**src/rtl/fft_sys_pkg.sv**
```systemverilog
`default_nettype none
// ============================================================================
// Module   : fft_sys_pkg
// Purpose  : Shared constants and types for the FFT test-system blocks:
//            default frame geometry, the squared-magnitude type, the framing
//            FSM state encoding and the magnitude pipeline depth.
// Ports    : none (package)
// Revision : 1.0 - initial release
// ============================================================================
package fft_sys_pkg;

  localparam int DATA_W_DEF = 16;
  localparam int FFT_N_DEF  = 256;
  localparam int IDX_W_DEF  = 8;

  // Sink-transfer to source_valid latency of the magnitude datapath.
  localparam int MAG_STAGES = 3;

  // re^2 + im^2 for default-width samples; always non-negative.
  typedef logic [2*DATA_W_DEF-1:0] mag_t;

  typedef enum logic [0:0] {
    IDLE     = 1'b0,
    IN_FRAME = 1'b1
  } frame_state_t;

endpackage : fft_sys_pkg
`default_nettype wire

```
**src/rtl/fft_mag_pipe.sv**
```systemverilog
`default_nettype none
// ============================================================================
// Module   : fft_mag_pipe
// Purpose  : Three-stage squared-magnitude datapath.
//            S1 registers the sample, S2 forms re*re and im*im, S3 adds them.
//            Valid/sop/eop/index ride alongside. All stages advance only when
//            en is high, so a stalled output stays stable and bubbles travel
//            as valid=0.
// Ports    : clk, reset          - clock, synchronous active-high reset
//            en                  - global pipeline advance
//            in_valid/sop/eop    - sideband entering S1
//            in_index            - bin index entering S1
//            in_real/in_imag     - signed sample
//            out_valid/sop/eop   - sideband leaving S3
//            out_index, out_mag  - bin index and unsigned re^2+im^2
// Revision : 1.0 - initial release
// ============================================================================
module fft_mag_pipe #(
  parameter int DATA_W = 16,
  parameter int IDX_W  = 8
) (
  input  logic                       clk,
  input  logic                       reset,
  input  logic                       en,
  input  logic                       in_valid,
  input  logic                       in_sop,
  input  logic                       in_eop,
  input  logic [IDX_W-1:0]           in_index,
  input  logic signed [DATA_W-1:0]   in_real,
  input  logic signed [DATA_W-1:0]   in_imag,
  output logic                       out_valid,
  output logic                       out_sop,
  output logic                       out_eop,
  output logic [IDX_W-1:0]           out_index,
  output logic [2*DATA_W-1:0]        out_mag
);

  logic                       s1_valid, s1_sop, s1_eop;
  logic [IDX_W-1:0]           s1_index;
  logic signed [DATA_W-1:0]   s1_re, s1_im;

  logic                       s2_valid, s2_sop, s2_eop;
  logic [IDX_W-1:0]           s2_index;
  logic signed [2*DATA_W-1:0] s2_rr, s2_ii;

  always_ff @(posedge clk) begin
    if (reset) begin
      s1_valid  <= 1'b0;
      s1_sop    <= 1'b0;
      s1_eop    <= 1'b0;
      s1_index  <= '0;
      s1_re     <= '0;
      s1_im     <= '0;
      s2_valid  <= 1'b0;
      s2_sop    <= 1'b0;
      s2_eop    <= 1'b0;
      s2_index  <= '0;
      s2_rr     <= '0;
      s2_ii     <= '0;
      out_valid <= 1'b0;
      out_sop   <= 1'b0;
      out_eop   <= 1'b0;
      out_index <= '0;
      out_mag   <= '0;
    end else if (en) begin
      s1_valid  <= in_valid;
      s1_sop    <= in_sop;
      s1_eop    <= in_eop;
      s1_index  <= in_index;
      s1_re     <= in_real;
      s1_im     <= in_imag;

      s2_valid  <= s1_valid;
      s2_sop    <= s1_sop;
      s2_eop    <= s1_eop;
      s2_index  <= s1_index;
      // Full-width signed squares: (-2^(W-1))^2 = 2^(2W-2) still fits.
      s2_rr     <= s1_re * s1_re;
      s2_ii     <= s1_im * s1_im;

      out_valid <= s2_valid;
      out_sop   <= s2_sop;
      out_eop   <= s2_eop;
      out_index <= s2_index;
      // Both squares are non-negative; their sum peaks at 2^(2W-1), which
      // fits the unsigned 2W-bit result without a carry out.
      out_mag   <= $unsigned(s2_rr) + $unsigned(s2_ii);
    end
  end

endmodule : fft_mag_pipe
`default_nettype wire

```
**src/rtl/fft_bin_magnitude.sv**
```systemverilog
`default_nettype none
// ============================================================================
// Module   : fft_bin_magnitude
// Purpose  : Converts the FFT core's complex bin stream into a stream of
//            squared magnitudes tagged with bin index, enforcing frame
//            framing (sop/eop/length) and flagging malformed frames with a
//            one-cycle frame_error pulse.
//            Optional macro FFT_HALF_SPECTRUM_EN: forward only bins
//            0..FFT_N/2-1 (eop on FFT_N/2-1); framing still checks FFT_N.
// Ports    : clk, reset                 - clock, synchronous active-high reset
//            sink_valid/ready/sop/eop   - Avalon-ST input handshake/framing
//            sink_real/imag             - signed complex bin
//            sink_error                 - FFT core error code
//            source_valid/ready/sop/eop - Avalon-ST output handshake/framing
//            source_mag, source_index   - re^2+im^2 and bin index
//            frame_error                - registered one-cycle error pulse
// Revision : 1.0 - initial release
// ============================================================================
module fft_bin_magnitude
  import fft_sys_pkg::*;
#(
  parameter int DATA_W = 16,
  parameter int FFT_N  = FFT_N_DEF,
  parameter int IDX_W  = IDX_W_DEF
) (
  input  logic                      clk,
  input  logic                      reset,
  input  logic                      sink_valid,
  output logic                      sink_ready,
  input  logic                      sink_sop,
  input  logic                      sink_eop,
  input  logic signed [DATA_W-1:0]  sink_real,
  input  logic signed [DATA_W-1:0]  sink_imag,
  input  logic [1:0]                sink_error,
  output logic                      source_valid,
  input  logic                      source_ready,
  output logic                      source_sop,
  output logic                      source_eop,
  output logic [2*DATA_W-1:0]       source_mag,
  output logic [IDX_W-1:0]          source_index,
  output logic                      frame_error
);

  localparam logic [IDX_W-1:0] LAST_IDX = IDX_W'(FFT_N - 1);
`ifdef FFT_HALF_SPECTRUM_EN
  localparam logic [IDX_W-1:0] HALF_LAST_IDX = IDX_W'(FFT_N / 2 - 1);
`endif

  logic             en;
  logic             xfer;
  frame_state_t     state, state_nxt;
  logic [IDX_W-1:0] idx, idx_nxt;
  logic [IDX_W-1:0] bin_idx;
  logic             fwd, bin_sop, bin_eop, err_nxt;

  // A single global enable: the whole pipeline moves only when the output
  // register is empty or being consumed.
  assign en         = !source_valid || source_ready;
  assign sink_ready = en;
  assign xfer       = sink_valid && sink_ready;

  // Framing decisions are made per accepted bin; idx holds the index the
  // next in-frame bin will carry.
  always_comb begin
    state_nxt = state;
    idx_nxt   = idx;
    fwd       = 1'b0;
    bin_idx   = idx;
    bin_sop   = 1'b0;
    bin_eop   = 1'b0;
    err_nxt   = 1'b0;

    if (xfer) begin
      err_nxt = (sink_error != 2'b00);
      if (sink_sop) begin
        // Start (or restart) of a frame; a restart abandons the old frame
        // without an eop and is itself an error.
        fwd     = 1'b1;
        bin_idx = '0;
        bin_sop = 1'b1;
        if (state == IN_FRAME) err_nxt = 1'b1;
        if (sink_eop || FFT_N == 1) begin
          bin_eop   = 1'b1;
          if (FFT_N != 1 || !sink_eop) err_nxt = 1'b1;
          state_nxt = IDLE;
          idx_nxt   = '0;
        end else begin
          state_nxt = IN_FRAME;
          idx_nxt   = IDX_W'(1);
        end
      end else if (state == IDLE) begin
        // Orphan bin outside a frame: consumed and dropped.
        err_nxt = 1'b1;
      end else begin
        fwd     = 1'b1;
        bin_idx = idx;
        if (sink_eop || idx == LAST_IDX) begin
          // Either a real eop or a forced one at the last legal index; any
          // mismatch between the two means the frame length was wrong.
          bin_eop = 1'b1;
          if (!sink_eop || idx != LAST_IDX) err_nxt = 1'b1;
          state_nxt = IDLE;
          idx_nxt   = '0;
        end else begin
          idx_nxt = idx + IDX_W'(1);
        end
      end

`ifdef FFT_HALF_SPECTRUM_EN
      if (bin_idx[IDX_W-1]) fwd = 1'b0;
      if (bin_idx == HALF_LAST_IDX) bin_eop = 1'b1;
`endif
    end
  end

  always_ff @(posedge clk) begin
    if (reset) begin
      state       <= IDLE;
      idx         <= '0;
      frame_error <= 1'b0;
    end else begin
      state       <= state_nxt;
      idx         <= idx_nxt;
      frame_error <= err_nxt;
    end
  end

  fft_mag_pipe #(
    .DATA_W (DATA_W),
    .IDX_W  (IDX_W)
  ) u_mag_pipe (
    .clk       (clk),
    .reset     (reset),
    .en        (en),
    .in_valid  (xfer && fwd),
    .in_sop    (bin_sop),
    .in_eop    (bin_eop),
    .in_index  (bin_idx),
    .in_real   (sink_real),
    .in_imag   (sink_imag),
    .out_valid (source_valid),
    .out_sop   (source_sop),
    .out_eop   (source_eop),
    .out_index (source_index),
    .out_mag   (source_mag)
  );

endmodule : fft_bin_magnitude
`default_nettype wire

```
**config.mk**
```make
export PLATFORM = sky130hd
export DESIGN_NAME = fft_bin_magnitude
export DESIGN_NICKNAME = d
export VERILOG_FILES = /design/src/rtl/fft_sys_pkg.sv /design/src/rtl/fft_mag_pipe.sv /design/src/rtl/fft_bin_magnitude.sv
export SDC_FILE = /design/constraint.sdc
export NUM_CORES = 2
export LEC_CHECK = 0
export CAP_MARGIN = 20
export CORE_MARGIN = 2
export CORE_UTILIZATION = 65
export DETAILED_ROUTE_END_ITERATION = 8
export GPL_TIMING_DRIVEN = 0
export HOLD_SLACK_MARGIN = 0.12
export PLACE_DENSITY = 0.95
export SETUP_SLACK_MARGIN = 0.2
export SLEW_MARGIN = 20
export SYNTH_ARGS = -nofsm -noshare
export SYNTH_HDL_FRONTEND = slang
export SYNTH_SLANG_ARGS = --single-unit
```
**constraint.sdc**
```tcl
create_clock -name clk -period 16.8 [get_ports clk]
set_input_delay 2.52 -clock clk [delete_from_list [all_inputs] [get_ports clk]]
set_output_delay 2.52 -clock clk [all_outputs]
set_load 0.03 [all_outputs]
```
Figure 1. Zoomed window.
Region (139, 139) to (159, 159) um. Cells in grey, sequential cells in the stronger grey; small squares are vias.
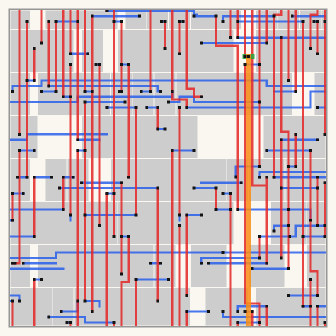
| colour | layer |
|---|---|
| green | M3 |
| orange | M4 |
| red | M2 |
| blue | M1 |
sequential cells in the window: 0
cells with their middle in the window: 32
most frequent: inv_1 (11), fa_1 (10), and2_1 (5)

Figure 2. Sizing map.
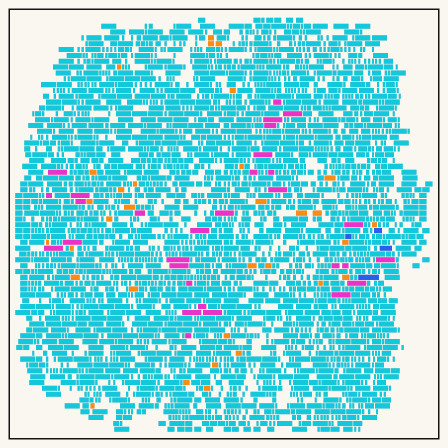
| colour | size | cells | share |
|---|---|---|---|
| blue | x3 and x4 | 4 | 0.14% |
| magenta | x6 and larger | 30 | 1.0% |
| cyan | x1 and smaller | 2,870 | 98% |
| orange | x2 | 32 | 1.1% |

==> CHANGELOG.md <==
### Changed

* Worst hold path endpoint: u_mag_pipe.out_mag[7]
* Yosys warnings at 0
* Unrepaired setup endpoints after global routing: no
* Post-CTS Setup Repair Bufs at 0
* Largest fanout on the critical path at 10
* Cell Area, Synth at 24,800 um2
* Final instance area at 26,900 um2
* Placed Cells at 3,415
* Synth cell count leaders: 643 x inv_1, 468 x fa_1, 405 x nand2_1
* MUX area fraction at 0.00121
* Vias in the first global route at 22,200
* Clock sinks at 169
* Yosys xor share at 0.0392
* I/O Buffers at 83
* Outcome: finished, final reports clean
* WHS at 457 ps
* CTS tree: built
* I/O pin count at 85
* Syn Inst Count at 2,821
* Slew at the pin with the worst max-slew slack at 1160 ps
* Top power group: combinational cells
* Register-to-register setup slack at 8960 ps
* Clk root buf: clkbuf_16
* Vias/cell at 5.88
* Tool warnings at 30
* Grt ovf at 0
* Crit path kind: input pin to output port
* Routability cong. at 0.953
* Post-CTS Hold Buffers at 0
* Lkg Pwr at 13.6 nW
* Fin crit period at 8270 ps
* Critical register-to-register path endpoint: u_mag_pipe.s2_ii[30]
* Unique cell types at 71
* Place WS at 8720 ps
* Via count at 20,300
* WL/cell at 19.2 um
* CP endpoint: sink_ready
* Clk buf depth at 2
* Syn-to-layout area delta at 8.32%
* Syn_area_per_cell at 8.79 um2
* Die X-Extent at 199 um
* Clk_skew at 16.3 ps
* CTS clk-pin slew, worst paths at 80 ps
* Logic pwr share at 0.665
* Fmax at 121 MHz
* Die area at 39,700 um2
* Top_reg_cell synth: dfxtp_1
* CTS buffer count at 17
* Fraction of registers with async set/reset at 0
* CP Data Arrival Time at 5750 ps
* Met3 usage at 0.0692
* Die height at 199 um
* Clock power frac at 0.145
* Clock latency on the worst-skew pair at 460 ps
* Chip area in the Yosys report at 24,800 um2
* Power Density at 107 nW/um2
* DP HPWL at 54,400 um
* Post-synth top area cell: fa_1
* Drt first pass iters at 6
* Final worst slack at 8530 ps
* M1 wire length at 24,300 um
* Startpoint types: input pin
* First-pass GRT wire length at 108,000 um
* Top Usage Layer GRT: met2
* DRC viols at 0
* Psw at 1.39 mW
* Post-CTS sizing at 0
* Top cells excl fill/tap: 643 x inv_1, 468 x fa_1, 405 x nand2_1, 205 x ha_1, 182 x a21oi_1
* Post-Route WL at 66,300 um
* HP Start: u_mag_pipe.out_mag[7]
Figure 3. Cell placement.
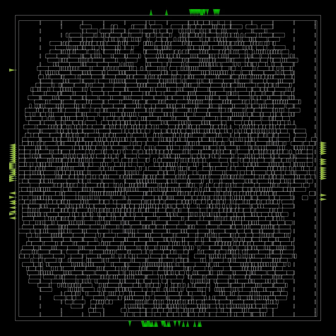
Layout Utilization: 0.715
Layout fillers: 2,670
core area: 37,600 um2
Tap Cells: 511
flop count: 169

[layout make-up]
class                      count  area, um2
tap                          511        639
timing repair buffer          83        831
clock buffer                  19        443
inverter                     643       2410
fill                        2670      10700
buffer                       109        419
sequential                   169       3380
multi-input combinational   1900      18600
clock inverter                13        149
[state kept, by name, indices dropped and copies added, names as in the netlist, 8 cells and up]
register	flops
u_mag_pipe.s1_re	16
u_mag_pipe.out_index	8
idx	8
u_mag_pipe.s2_ii	31
u_mag_pipe.s2_index	8
u_mag_pipe.out_mag	32
u_mag_pipe.s1_index	8
u_mag_pipe.s2_rr	31
u_mag_pipe.s1_im	16
[worst max-delay path: stages]
cell             delay (ps)
clkdlybuf4s50_1         460
nor2b_1                  80
clkbuf_1                320
inv_1                   230
clkbuf_1                770
clkbuf_1                560
clkdlybuf4s50_1         790
Power and IR drop assume default switching activity.
